### src/rtl/period_meter.sv
// Measures the period of a slow input in clk cycles, between consecutive synchronized rising edges.
// Latency: a result is valid sync_stages+1 clocks after sig_in is first sampled high.
// Backpressure: holds one result; a newer capture overwrites an unread one and pulses overrun.
module period_meter #(
    parameter int cnt_bits    = 16,
    parameter int sync_stages = 2
) (
    input  logic                clk,
    input  logic                reset,
    input  logic                en,
    input  logic                sig_in,
    output logic [cnt_bits-1:0] period,
    output logic                period_valid,
    input  logic                period_ready,
    output logic                overrun,
    output logic                timeout
);

    localparam logic [1:0] ST_IDLE = 2'd0;
    localparam logic [1:0] ST_ARM  = 2'd1;
    localparam logic [1:0] ST_MEAS = 2'd2;

    localparam logic [cnt_bits-1:0] CNT_MAX = '1;
    localparam logic [cnt_bits-1:0] CNT_ONE = {{(cnt_bits-1){1'b0}}, 1'b1};

    logic [sync_stages-1:0] r_sync;
    logic                   r_s_prev;
    logic                   r_rise;
    logic [1:0]             r_state;
    logic [cnt_bits-1:0]    r_count;
    logic [cnt_bits-1:0]    r_period;
    logic                   r_valid;
    logic                   r_overrun;
    logic                   r_timeout;

    logic                   w_s;
    logic                   w_capture;
    logic                   w_timeout_evt;

    assign w_s           = r_sync[sync_stages-1];
    assign w_capture     = en && (r_state == ST_MEAS) && r_rise;
    assign w_timeout_evt = en && (r_state == ST_MEAS) && !r_rise && (r_count == CNT_MAX);

    // Edge detection runs regardless of en so enabling never fabricates an edge.
    always_ff @(posedge clk) begin
        if (reset) begin
            r_sync   <= '0;
            r_s_prev <= 1'b0;
            r_rise   <= 1'b0;
        end else begin
            r_sync   <= {r_sync[sync_stages-2:0], sig_in};
            r_s_prev <= w_s;
            r_rise   <= w_s & ~r_s_prev;
        end
    end

    always_ff @(posedge clk) begin
        if (reset) begin
            r_state <= ST_IDLE;
            r_count <= '0;
        end else if (!en) begin
            r_state <= ST_IDLE;
            r_count <= '0;
        end else begin
            case (r_state)
                ST_IDLE: begin
                    r_count <= '0;
                    r_state <= ST_ARM;
                end
                ST_ARM: begin
                    if (r_rise) begin
                        r_count <= CNT_ONE;
                        r_state <= ST_MEAS;
                    end
                end
                ST_MEAS: begin
                    if (r_rise) begin
                        r_count <= CNT_ONE;
                    end else if (r_count == CNT_MAX) begin
                        r_count <= '0;
                        r_state <= ST_ARM;
                    end else begin
                        r_count <= r_count + CNT_ONE;
                    end
                end
                default: begin
                    r_count <= '0;
                    r_state <= ST_IDLE;
                end
            endcase
        end
    end

    // Output register survives en=0 so a pending result stays readable.
    always_ff @(posedge clk) begin
        if (reset) begin
            r_period  <= '0;
            r_valid   <= 1'b0;
            r_overrun <= 1'b0;
            r_timeout <= 1'b0;
        end else begin
            r_overrun <= 1'b0;
            r_timeout <= w_timeout_evt;
            if (w_capture) begin
                r_period  <= r_count;
                r_valid   <= 1'b1;
                r_overrun <= r_valid & ~period_ready;
            end else if (r_valid && period_ready) begin
                r_valid <= 1'b0;
            end
        end
    end

    assign period       = r_period;
    assign period_valid = r_valid;
    assign overrun      = r_overrun;
    assign timeout      = r_timeout;

endmodule

### config.mk
export PLATFORM = sky130hd
export DESIGN_NAME = period_meter
export DESIGN_NICKNAME = d
export VERILOG_FILES = /design/src/rtl/period_meter.sv
export SDC_FILE = /design/constraint.sdc
export NUM_CORES = 1
export LEC_CHECK = 0
export CAP_MARGIN = 0
export CORE_ASPECT_RATIO = 0.6
export CORE_UTILIZATION = 37
export CTS_CLUSTER_SIZE = 30
export DETAILED_ROUTE_END_ITERATION = 12
export PLACE_DENSITY_LB_ADDON = 0.08
export SKIP_LAST_GASP = 1
export SLEW_MARGIN = 20
export SYNTH_ARGS = -nofsm -noshare
export SYNTH_HDL_FRONTEND = slang
export SYNTH_SLANG_ARGS = --single-unit
### constraint.sdc
create_clock -name clk -period 3.65 [get_ports clk]
set_clock_uncertainty 0.15 [all_clocks]
set_input_delay 0.73 -clock clk [delete_from_list [all_inputs] [get_ports clk]]
set_output_delay 0.73 -clock clk [all_outputs]
set_load 0.01 [all_outputs]
### Cell density map, run 1

9 x 6 tiles, from black (low) to pale yellow (high), 0 to 100% covered.
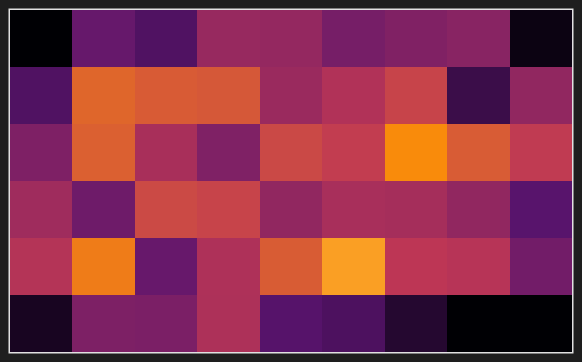
tiles over 75% full	1.9%
emptiest ninth of the die	south-east
fullest tile	79%
final core occ: 46.6%
Core Footprint: 4750 µm²
fp util: 40.1%

### Sequential cells coloured by netlist name, run 1

Other sequential cells in the stronger grey, the rest of the logic in the fainter grey.
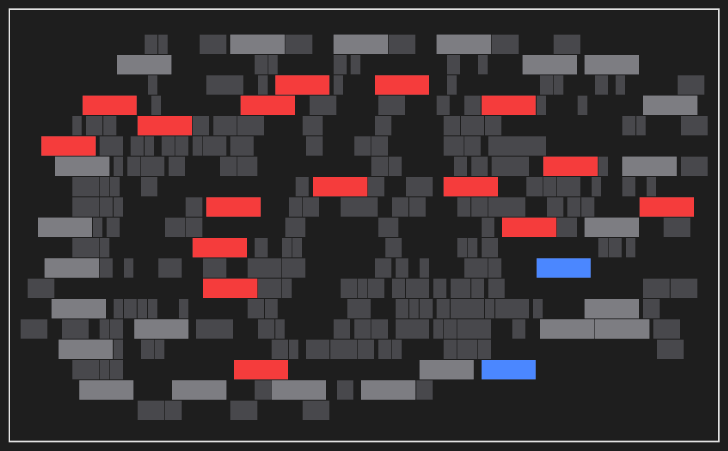
signal	colour	sequential cells
`r_count`	red	16
`r_state`	blue	2
not coloured	23
register area: 821 µm²
register share of the cell area: 37.0%

### Routing congestion map, run 1

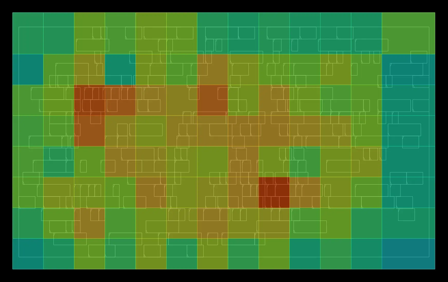
GR Util met2: 22.8%
Total GRT Usage: 18.6%
M3 GR Usage: 5.91%
routed wire length per instance: 15.0 µm
grt met1 use: 29.8%

==> impl_metrics.toml, run 1 <==
# yosys + openroad results
[yosys]
ys_area_um2 = 1910
ys_warn_count = 0
synth_area_um2 = 1910
synthCells = 231
yosys_cells = 231
synth_flop_count = 41

[timing]
hold_violations = 0
min_period_over_period_pct = 70.0
setup_tns_ns = 0
fin_crit_ns = 2.55
rsz0062_at_grt = "false"
max_freq_mhz = 392

[setup_path]
cpMaxStageDelayCell = "clkdlybuf4s50_1"
crit_family = "simple AND/OR/NAND/NOR gates"
cp-start-kind = "primary input"
crit_type = "primary input to flip-flop"
max_stage_delay_ns = 0.67
cp-end-kind = "flip-flop"
crit_buf_inv = 1
crit_chain = "clkdlybuf4s50_1, nor2b_1, and3_1, nand2_1, o221ai_1"

[finish]
nNetsFinal = 254
final_layout_top_logic_cells = "dfxtp_1 (41), nand2_1 (38), a21oi_1 (24)"
drive_above_1_share_pct = 3.70

[power_and_ir_drop]
clkPwrFrac_pct = 36.4
ir_drop_mv = 0.131
power_frac_seq_pct = 59.5
swShare_pct = 22.6

[clock_tree]
cts_tree = "done"
cts_resized = 0
hold_buffers = 0
cts_buffers = 5
cts.clk_slew.worst_paths_ns = 0.08
cts_buffer_depth = 2

[routing]
drt-total-wl_mm = 4.59
drt-pass1-iter-count = 4
avgViaCountPerCell = 5.56
vias = 1701
drt_iter0_markers = 93

[grt]
grt.busiest_layer = "met1"

[place]
hpwl_mm = 3.14

[run_status]
outcome = "completed"

[floorplanning]
io_pins = 24
## run 1: cell families after synthesis
family / after synthesis / share of synthesized area, %
multiplexers: 5 / 2.62
flip-flops: 41 / 43.0
adder cells (fa/ha/maj): 5 / 3.28
AND/OR/NAND/NOR: 104 / 29.3
AND-OR/OR-AND: 51 / 16.1
buffers and inverters: 25 / 5.71
## run 1: state kept, by name, summed over array words and instances, names as in the netlist
| name | count |
|---|---|
| r_count | 16 |
| r_s_prev | 1 |
| period_valid | 1 |
| r_state | 2 |
| r_rise | 1 |
| overrun | 1 |
| timeout | 1 |
| period | 16 |
| r_sync | 2 |
## run 1: final timing paths
check | end | depth (start not counted) | from | slack (ns)
worst max-delay path | r_count[5]$_SDFFE_PP0P_ | 5 | reset | 1.10
worst min-delay path | r_rise$_SDFF_PP0_ | 1 | r_s_prev$_SDFF_PP0_ | 0.23
worst max register to register | r_state[0]$_SDFFE_PP0P_ | 5 | r_count[0]$_SDFFE_PP0P_ | 1.12
worst min register to register | r_rise$_SDFF_PP0_ | 1 | r_s_prev$_SDFF_PP0_ | 0.23
## run 1: power groups by stage
| stage | Combinational (µW) | Clock (µW) | Sequential (µW) |
|---|---|---|---|
| global placement | 30.7 | 0 | 462 |
| detailed placement | 30.9 | 0 | 462 |
| finish | 31.2 | 276 | 451 |
| global route | 34.3 | 309 | 452 |
| CTS | 30.9 | 283 | 451 |
| floorplan | 19.9 | 0 | 461 |
## run 1: worst reg2reg max path, stage by stage (launching register included)
cell     delay, ns
dfxtp_1       0.47
ha_1          0.27
and4_1        0.49
nand4_4       0.41
or4_1         0.59
nand3_1       0.09
## run 1: final cells by class
type	count	area, µm²	area share, %
clock buffers	5	68.8	3.11
well taps	63	78.8	3.56
inverters	7	26.3	1.19
multi-input cells	165	978	44.2
repair buffers	24	238	10.7
flip-flops and latches	41	821	37.0
clock inverters	1	5.00	0.226
## run 1: through the flow
| step | instances | util (%) | cell area [µm²] | setup slack [ns] |
|---|---|---|---|---|
| 5_1_grt | 306 | 46.6 | 2220 | 0.918 |
| 6_report | 306 | 46.6 | 2220 | 1.10 |
| 4_1_cts | 306 | 46.6 | 2220 | 1.13 |
| 3_3_place_gp | 300 | 45.1 | 2140 | 0.868 |
| 3_5_place_dp | 300 | 45.1 | 2140 | 0.823 |
| 2_1_floorplan | 231 | - | 1910 | 1.78 |
## run 1: routing by layer
metal | share of wire (%) | vias up
li1 | - | 858
met4 | 0.81 | 0
met5 | 0 | -
met2 | 37 | 63
met3 | 7.5 | 5
met1 | 55 | 775
## run 1: cell usage after synthesis, drive strengths merged
cell type	n	area, µm²
dfxtp	41	821
nand2	38	143
a21oi	24	120
a31oi	12	75.1
nand3	12	60.1
clkbuf	11	41.3
nand4	11	83.8
and3	7	43.8
buf	7	41.3
inv	7	26.3
nor2	6	22.5
nor2b	6	37.5
ha	5	62.6
mux2i	5	50.1
nor3	5	25.0
a41oi	4	35.0
and4	4	35.0
nand2b	4	25.0
o21ai	4	20.0
nand3b	3	22.5
or4	3	22.5
and2	2	12.5
o221ai	2	17.5
or3b	2	17.5
a211oi	1	7.51
a32oi	1	8.76
nor4b	1	8.76
o211ai	1	7.51
o22ai	1	6.26
o2bb2ai	1	8.76
### Cells by drive strength, run 1

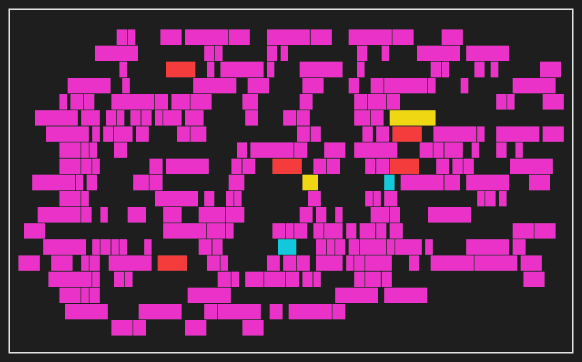

## Run 2: what changed since run 1
clock period = 2.2 ns   (was 3.65 ns; I/O delays follow)
### Cells by drive strength, run 2

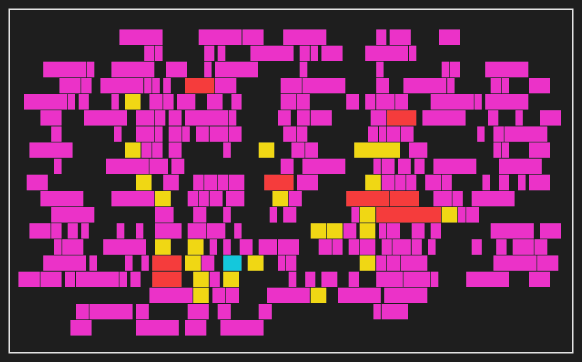
size	colour	cells	share
_2 cells	cyan	1	0.38%
_3 and _4 cells	yellow	22	8.3%
_0 and _1 cells	magenta	235	88%
_6 and larger	red	8	3.0%

==> impl_metrics.toml, run 2 <==
# yosys + openroad results
[routing]
vias = 1788
drt_iter0_markers = 81
drt-total-wl_mm = 4.73
avgViaCountPerCell = 5.43
drt-pass1-iter-count = 4

[run_status]
outcome = "completed"

[yosys]
common_cells = "dfxtp_1 (41), nand2_1 (38), a21oi_1 (24)"
ys_area_um2 = 1910
yosys-top-cells-area = "dfxtp_1 (43%), nand2_1 (7.5%), a21oi_1 (6.3%)"
ys_async_sr_fraction_pct = 0
synth-edff-count = 0
yosysTopAreaCellShare_pct = 43.0
synth_area_um2 = 1910
synthCells = 231
flop_cell = "dfxtp_1"
yosys.cell_count.top_type = "dfxtp_1"

[finish]
utilization_pct = 51.1
drive_above_1_share_pct = 11.7
final_layout_top_logic_cells = "dfxtp_1 (41), nand2_1 (38), a21oi_1 (24)"
flop_area_um2 = 821

[floorplanning]
fp_util_pct = 40.1
fp.coreArea_um2 = 4750
io_pins = 24

[min_path]
hold_end = "r_rise$_SDFF_PP0_"
whs_path_depth = 1

[timing]
rsz0062_at_grt = "false"
fin_crit_ns = 1.93
hold_violations = 0
setup_tns_ns = 0
max_freq_mhz = 518

[setup_path]
ff2ff_setup_slack_ns = 0.27
cp-start-kind = "flip-flop"
crit_type = "flip-flop to flip-flop"
r2r-start = "r_state[1]$_SDFFE_PP0P_"
cp-end-kind = "flip-flop"
r2r-end = "r_count[0]$_SDFFE_PP0P_"

[clock_tree]
cts_buffers = 5
cts_tree = "done"
hold_buffers = 0
cts_buffer_depth = 2
cts_resized = 0

[power_and_ir_drop]
ir_drop_mv = 0.262

[place]
placedCellCount = 321
hpwl_mm = 3.42
-- run 2: cells by family (layout without fill, tap and decap cells) --
kind of cell               after synthesis  after routing  synth area share, %
AOI/OAI and AO/OA                       51             51                 16.1
muxes                                    5              5                 2.62
adders and majority gates                5              5                 3.28
buffers and inverters                   25             60                 5.71
and+or+nand+nor                        104            104                 29.3
DFF                                     41             41                 43.0
-- run 2: how the worst max path moves through the flow --
| stage | depth (start not counted) | endpoint | slack (ns) | startpoint |
|---|---|---|---|---|
| after floorplan | 9 | r_count[13]$_SDFFE_PP0P_ | 0.33 | r_state[0]$_SDFFE_PP0P_ |
| after global placement | 5 | r_count[11]$_SDFFE_PP0P_ | 0.08 | en |
| after detailed placement | 5 | r_count[11]$_SDFFE_PP0P_ | 0.05 | en |
| after CTS | 6 | r_count[10]$_SDFFE_PP0P_ | 0.31 | r_state[0]$_SDFFE_PP0P_ |
| after global routing | 5 | r_count[8]$_SDFFE_PP0P_ | 0.13 | r_state[1]$_SDFFE_PP0P_ |
| final | 7 | r_count[0]$_SDFFE_PP0P_ | 0.27 | r_state[1]$_SDFFE_PP0P_ |
-- run 2: per-layer routing --
metal  routed length, µm  GRT usage [%]  share of wire [%]
met2                1770           25.2                 37
met1                2570           30.6                 54
met4                  47           5.84               0.99
met5                   0              0                  0
met3                 344           4.99                7.3
-- run 2: critical path: stages, from the launching register on --
cell     delay, ns
dfxtp_1       0.34
inv_1         0.08
ha_1          0.38
nor2b_1       0.40
buf_4         0.19
nor2_1        0.04
a31oi_1       0.16
nor2_1        0.07
-- run 2: through the flow --
step | hold slack [ns] | setup slack, ns | area [µm²]
6_report | 0.230 | 0.269 | 2430
3_3_place_gp | 0.221 | 0.0814 | 2310
2_1_floorplan | 0.217 | 0.326 | 1910
3_5_place_dp | 0.226 | 0.0521 | 2310
4_1_cts | 0.236 | 0.306 | 2430
5_1_grt | 0.272 | 0.132 | 2430
-- run 2: final cells by class --
cell class	count	area share [%]
clock buffers	7	3.55
clock inverters	1	1.24
inverters	7	1.08
multi-input cells	165	40.3
flip-flops and latches	41	33.8
well taps	63	3.25
repair buffers	45	16.8
-- run 2: power breakdown --
group / internal [µW] / switching [µW]
registers: 745 / 3.40
clock network: 370 / 263
logic: 26.9 / 33.7
Power and IR drop assume default switching activity.
